===== config.mk =====
export PLATFORM = sky130hd
export DESIGN_NAME = lsu_mem_ctrl
export DESIGN_NICKNAME = d
export VERILOG_FILES = /design/src/rtl/lsu_mem_ctrl.sv
export SDC_FILE = /design/constraint.sdc
export NUM_CORES = 1
export LEC_CHECK = 0
export CAP_MARGIN = 15
export CORE_ASPECT_RATIO = 0.5
export CORE_UTILIZATION = 44
export CTS_CLUSTER_SIZE = 30
export DETAILED_ROUTE_END_ITERATION = 6
export GPL_ROUTABILITY_DRIVEN = 0
export GPL_TIMING_DRIVEN = 0
export PLACE_DENSITY = 0.78
export SLEW_MARGIN = 20
export SYNTH_ARGS = -nofsm -noshare
export SYNTH_HDL_FRONTEND = slang
export SYNTH_SLANG_ARGS = --single-unit

===== constraint.sdc =====
create_clock -name clk -period 2.4 [get_ports clk]
set_input_delay 0.48 -clock clk [delete_from_list [all_inputs] [get_ports clk]]
set_output_delay 0.48 -clock clk [all_outputs]
set_load 0.05 [all_outputs]

===== src/rtl/lsu_mem_ctrl.sv =====
// Load/store initiator between the rv32i datapath and a word-addressed data ram.
// Handles byte-addressed RV32I loads/stores; sub-word stores use read-modify-write.
module lsu_mem_ctrl #(
    parameter int MEM_WORDS = 512
) (
    input  logic        clk,
    input  logic        rst_n,
    input  logic        req_valid,
    output logic        req_ready,
    input  logic        req_we,
    input  logic [2:0]  req_funct3,
    input  logic [31:0] req_addr,
    input  logic [31:0] req_wdata,
    output logic        resp_valid,
    output logic        resp_err,
    output logic [31:0] resp_rdata,
    output logic        mem_read,
    output logic        mem_write,
    output logic [31:0] mem_addr,
    output logic [31:0] mem_wdata,
    input  logic [31:0] mem_rdata
);

    // Handshake: a request transfers on a rising edge where req_valid && req_ready;
    // resp_valid is a single-cycle pulse with no back-pressure.
    typedef enum logic [2:0] {IDLE, ACCESS, RMW_RD, RMW_WR, RESP} state_t;

    state_t      state, state_next;
    logic        we_q;
    logic [2:0]  funct3_q;
    logic [31:0] addr_q;
    logic [31:0] wdata_q;
    logic [31:0] merge_q;

    logic        funct3_legal;
    logic        misaligned;
    logic        out_of_range;
    logic        req_err;
    logic [7:0]  load_byte;
    logic [15:0] load_half;
    logic [31:0] load_data;
    logic [31:0] merged;
    logic        in_access;

    always_comb begin
        funct3_legal = req_we ? (req_funct3 inside {3'd0, 3'd1, 3'd2})
                              : (req_funct3 inside {3'd0, 3'd1, 3'd2, 3'd4, 3'd5});
        misaligned   = ((req_funct3[1:0] == 2'b01) && req_addr[0]) ||
                       ((req_funct3[1:0] == 2'b10) && (req_addr[1:0] != 2'b00));
        out_of_range = ({2'b00, req_addr[31:2]} >= 32'(MEM_WORDS));
        req_err      = !funct3_legal || misaligned || out_of_range;
    end

    always_comb begin
        state_next = state;
        case (state)
            IDLE: begin
                if (req_valid) begin
                    if (req_err)
                        state_next = RESP;
                    else if (req_we && (req_funct3 != 3'd2))
                        state_next = RMW_RD;
                    else
                        state_next = ACCESS;
                end
            end
            ACCESS:  state_next = RESP;
            RMW_RD:  state_next = RMW_WR;
            RMW_WR:  state_next = RESP;
            RESP:    state_next = IDLE;
            default: state_next = IDLE;
        endcase
    end

    // Lane selection is little-endian: byte k lives in bits 8k+7:8k.
    always_comb begin
        load_byte = mem_rdata[{addr_q[1:0], 3'b000} +: 8];
        load_half = mem_rdata[{addr_q[1], 4'b0000} +: 16];
        case (funct3_q)
            3'd0:    load_data = {{24{load_byte[7]}}, load_byte};
            3'd1:    load_data = {{16{load_half[15]}}, load_half};
            3'd4:    load_data = {24'h000000, load_byte};
            3'd5:    load_data = {16'h0000, load_half};
            default: load_data = mem_rdata;
        endcase
        merged = merge_q;
        if (funct3_q[1:0] == 2'b00)
            merged[{addr_q[1:0], 3'b000} +: 8] = wdata_q[7:0];
        else
            merged[{addr_q[1], 4'b0000} +: 16] = wdata_q[15:0];
    end

    // Strobes are gated by rst_n so no ram write lands on an edge held in reset.
    always_comb begin
        in_access  = (state == ACCESS) || (state == RMW_RD) || (state == RMW_WR);
        req_ready  = (state == IDLE);
        resp_valid = rst_n && (state == RESP);
        mem_read   = rst_n && ((state == RMW_RD) || ((state == ACCESS) && !we_q));
        mem_write  = rst_n && ((state == RMW_WR) || ((state == ACCESS) && we_q));
        mem_addr   = in_access ? {2'b00, addr_q[31:2]} : 32'h0;
        mem_wdata  = 32'h0;
        if ((state == ACCESS) && we_q)
            mem_wdata = wdata_q;
        else if (state == RMW_WR)
            mem_wdata = merged;
    end

    always_ff @(posedge clk) begin
        if (!rst_n) begin
            state      <= IDLE;
            we_q       <= 1'b0;
            funct3_q   <= 3'd0;
            addr_q     <= 32'h0;
            wdata_q    <= 32'h0;
            merge_q    <= 32'h0;
            resp_err   <= 1'b0;
            resp_rdata <= 32'h0;
        end else begin
            state <= state_next;
            case (state)
                IDLE: begin
                    if (req_valid) begin
                        we_q     <= req_we;
                        funct3_q <= req_funct3;
                        addr_q   <= req_addr;
                        wdata_q  <= req_wdata;
                        if (req_err) begin
                            resp_err   <= 1'b1;
                            resp_rdata <= 32'h0;
                        end
                    end
                end
                ACCESS: begin
                    resp_err   <= 1'b0;
                    resp_rdata <= we_q ? 32'h0 : load_data;
                end
                RMW_RD: merge_q <= mem_rdata;
                RMW_WR: begin
                    resp_err   <= 1'b0;
                    resp_rdata <= 32'h0;
                end
                default: ;
            endcase
        end
    end

endmodule

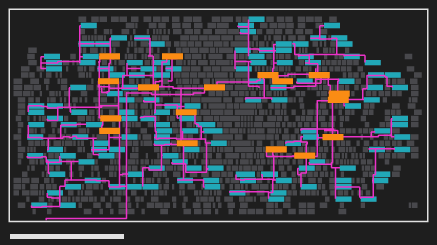
(run_1/clock_wires.png)
Scale bar: 50 µm.
clock wires: shown in magenta, length 1720 µm. clock-net drivers: shown in orange, count 17. flip-flops: shown in cyan, count 136.
Position of the flops: all over the die. There are 18 routed clock nets.

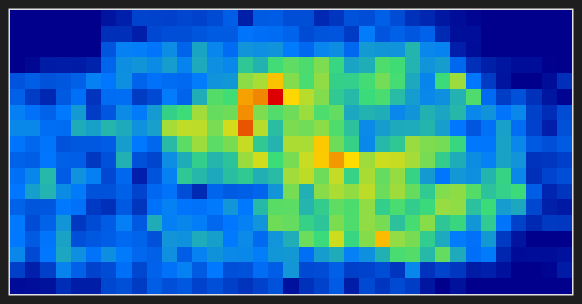
(run_1/route_heat.png)
The die is cut into 37 by 18 equal tiles; dark blue is low, red is high, scaled to the fullest tile. Values are wire area over tile area, all layers added.
8.7% of the tiles are nearly empty. 17% of the tiles are over half the peak. The densest ninth of the die: middle. The fullest tile reaches 0.97.

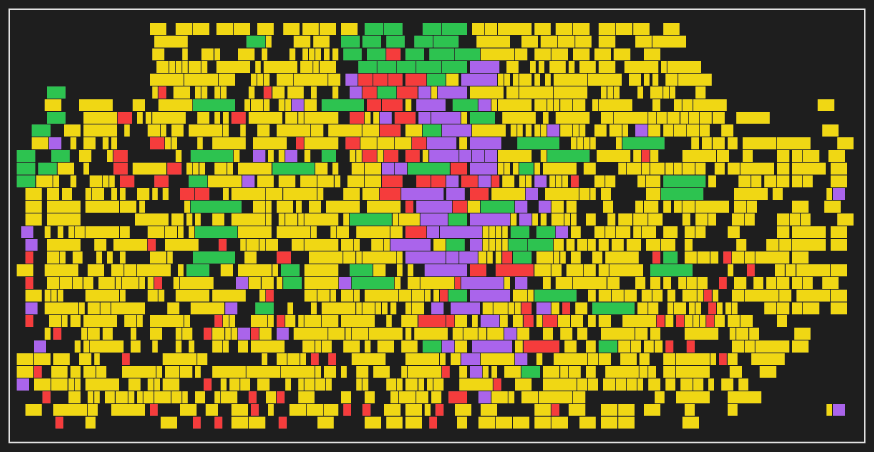
(run_1/sizing.png)
x2: shown in red, cells 102, share 8.7%. x3 and x4: shown in purple, cells 75, share 6.4%. x1 and smaller: shown in yellow, cells 923, share 79%. x6 and larger: shown in green, cells 72, share 6.1%.

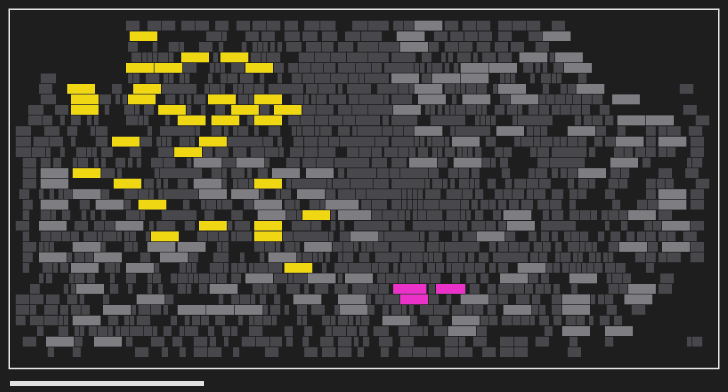
(run_1/ff_map.png)
Scale bar: 50 µm.
wdata_q: shown in yellow, flops 32. state: shown in magenta, flops 3.

==> results_tabular.tex, run 1 <==
% Synthesis and place-and-route results
\begin{tabular}{lr}
\hline
Metric & Value \\
\hline
\multicolumn{2}{l}{\textbf{Status}} \\
Status & complete, but fails checks \\
Violated checks & DRC, setup timing \\
\multicolumn{2}{l}{\textbf{Power and ir drop}} \\
Overall power after layout & 5710 µW \\
Power density relative to cell area & 535 nW/µm² \\
Switching power summed over all nets & 1540 µW \\
Top pwr grp & the clock network \\
Leakage power summed over all cells & 0.00397 µW \\
\multicolumn{2}{l}{\textbf{Synthesis}} \\
Top area contributor share & 37.8\% \\
Multiplexer share of the synthesized area & 1.01\% \\
Number of synthesis warnings & 0 \\
Registers, synthesis & 136 \\
Count of library flops with an enable pin & 0 \\
Top cells by instance count after synthesis & sky130\_fd\_sc\_hd\_\_nand2\_1, sky130\_fd\_sc\_hd\_\_dfxtp\_1, sky130\_fd\_sc\_hd\_\_a21boi\_0 \\
Netlist cell types & 58 \\
Fraction of registers with async set/reset & 0\% \\
Ys cells & 909 \\
Area share of xor/xnor cells in the synthesized design & 0\% \\
\multicolumn{2}{l}{\textbf{Cells and area}} \\
Count of multi-input combinational gates & 677 \\
Top Layout Cells & sky130\_fd\_sc\_hd\_\_nand2\_1, sky130\_fd\_sc\_hd\_\_clkdlybuf4s50\_1, sky130\_fd\_sc\_hd\_\_dfxtp\_1 \\
Combinational cell area excluding buffers and inverters & 4390 µm² \\
Most common cell after layout, fill and taps aside & sky130\_fd\_sc\_hd\_\_nand2\_1 \\
Non-clock buffers & 318 \\
Proportion of final cell area spent on non-clock buffers & 24.9\% \\
Register area & 2740 µm² \\
Clock tree cell share of total cell area & 5.36\% \\
Nets & 1267 \\
Logic gate fraction of the total cell area & 41.1\% \\
\multicolumn{2}{l}{\textbf{Placement}} \\
Worst slack at placement & -0.885 ns \\
Count of port buffers added during placement & 200 \\
\multicolumn{2}{l}{\textbf{Final timing}} \\
Number of setup violations in the final report & 32 \\
Final critical-path setup slack & -0.595 ns \\
\multicolumn{2}{l}{\textbf{Floorplan}} \\
Boundary Pins & 204 \\
Tap cell instance count & 221 \\
\multicolumn{2}{l}{\textbf{Job}} \\
Max-cap viol count & 0 \\
Number of logged tool warnings & 32 \\
\multicolumn{2}{l}{\textbf{Route}} \\
Detailed-router iteration count before antenna repair & 7 \\
Residual DRC count & 91 \\
DRT antenna net count & 0 \\
\multicolumn{2}{l}{\textbf{Hold path}} \\
Type of the worst min-delay path & flop to flop \\
Start point of the worst hold path & addr\_q[26] \\
\multicolumn{2}{l}{\textbf{Critical path}} \\
Kind of end point of the critical path & output pin \\
Required time of the critical path & 1.92 ns \\
Number of buffer and inverter stages on the critical path & 3 \\
Ordered list of cells on the worst path & buf\_8 -> clkinvlp\_4 -> ha\_4 -> and3b\_2 -> a222oi\_1 -> o21ai\_2 -> buf\_6 \\
\multicolumn{2}{l}{\textbf{CTS}} \\
Clock Root Buffer & sky130\_fd\_sc\_hd\_\_clkbuf\_16 \\
CTS tree & built \\
\multicolumn{2}{l}{\textbf{Global routing}} \\
Overall overflow remaining after global route & 0 \\
\hline
\end{tabular}
==> run 2, diff against run 1 <==
--- a/config.mk
+++ b/config.mk
@@ -7,6 +7,7 @@
 export LEC_CHECK = 0
 export CAP_MARGIN = 15
 export CORE_ASPECT_RATIO = 0.5
+export CORE_MARGIN = 2
 export CORE_UTILIZATION = 44
 export CTS_CLUSTER_SIZE = 30
 export DETAILED_ROUTE_END_ITERATION = 6
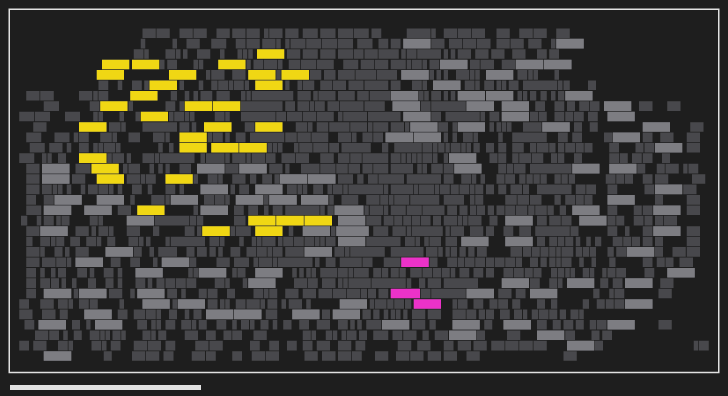
(run_2/ff_map.png)
Scale bar: 50 µm.
wdata_q: shown in yellow, flops 32. state: shown in magenta, flops 3.
Another 101 sequential cells are not colored.

==> run 2 against run 1 <==
Effect of this change:
- the flow finishes with violations (setup timing)
- sequential power is essentially flat
- worst setup slack lost 0.081 ns
- flip-flop count is the same
- critical path type unchanged
- critical path depth grew 2
- highest routed layer unchanged
- area after synthesis is the same
- wire length grew 2.0%
- largest power group unchanged
- fmax shrank 2.6%
==> results_tabular.tex, run 2 <==
% Synthesis and place-and-route results
\begin{tabular}{lr}
\hline
Metric & Value \\
\hline
\multicolumn{2}{l}{\textbf{Hold path}} \\
Type of the worst min-delay path & flop to flop (unchanged) \\
Start point of the worst hold path & addr\_q[20] (was addr\_q[26]) \\
\multicolumn{2}{l}{\textbf{Final timing}} \\
Number of setup violations in the final report & 32 (unchanged) \\
Final critical-path setup slack & -0.676 ns (was -0.595 ns) \\
\multicolumn{2}{l}{\textbf{Job}} \\
Max-cap viol count & 0 (unchanged) \\
Number of logged tool warnings & 32 (unchanged) \\
\multicolumn{2}{l}{\textbf{Route}} \\
DRT antenna net count & 0 (unchanged) \\
Residual DRC count & 0 (was 91) \\
Detailed-router iteration count before antenna repair & 6 (was 7) \\
\multicolumn{2}{l}{\textbf{CTS}} \\
CTS tree & built (unchanged) \\
Clock Root Buffer & sky130\_fd\_sc\_hd\_\_clkbuf\_16 (unchanged) \\
\multicolumn{2}{l}{\textbf{Cells and area}} \\
Most common cell after layout, fill and taps aside & sky130\_fd\_sc\_hd\_\_nand2\_1 (unchanged) \\
Top Layout Cells & sky130\_fd\_sc\_hd\_\_nand2\_1, sky130\_fd\_sc\_hd\_\_clkdlybuf4s50\_1, sky130\_fd\_sc\_hd\_\_dfxtp\_1 (unchanged) \\
Nets & 1262 (was 1267) \\
\multicolumn{2}{l}{\textbf{Critical path}} \\
Ordered list of cells on the worst path & clkbuf\_16 -> clkinvlp\_4 -> ha\_4 -> nor4b\_4 -> and3b\_2 -> buf\_4 -> a222oi\_1 -> o21ai\_2 -> buf\_6 (was buf\_8 -> clkinvlp\_4 -> ha\_4 -> and3b\_2 -> a222oi\_1 -> o21ai\_2 -> buf\_6) \\
\multicolumn{2}{l}{\textbf{Synthesis}} \\
Multiplexer share of the synthesized area & 1.01\% (unchanged) \\
Area share of xor/xnor cells in the synthesized design & 0\% (unchanged) \\
Top area contributor share & 37.8\% (unchanged) \\
Netlist cell types & 58 (unchanged) \\
Count of library flops with an enable pin & 0 (unchanged) \\
Ys cells & 909 (unchanged) \\
\multicolumn{2}{l}{\textbf{Power and ir drop}} \\
Top pwr grp & the clock network (unchanged) \\
Overall power after layout & 5950 µW (was 5710 µW) \\
\multicolumn{2}{l}{\textbf{Status}} \\
Status & complete, but fails checks (unchanged) \\
Violated checks & setup timing (was DRC, setup timing) \\
\hline
\end{tabular}
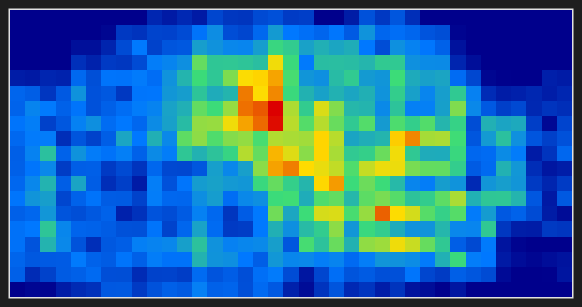
(run_2/route_heat.png)
The die is cut into 37 by 19 equal tiles; dark blue is low, red is high, scaled to the fullest tile. Values are wire area over tile area, all layers added.
The densest ninth of the die: middle. The fullest tile reaches 1.0. 14% of the tiles are over half the peak. The mean over all tiles is 0.28.

Power figures rest on the tool's default switching activity, not on a simulated workload.
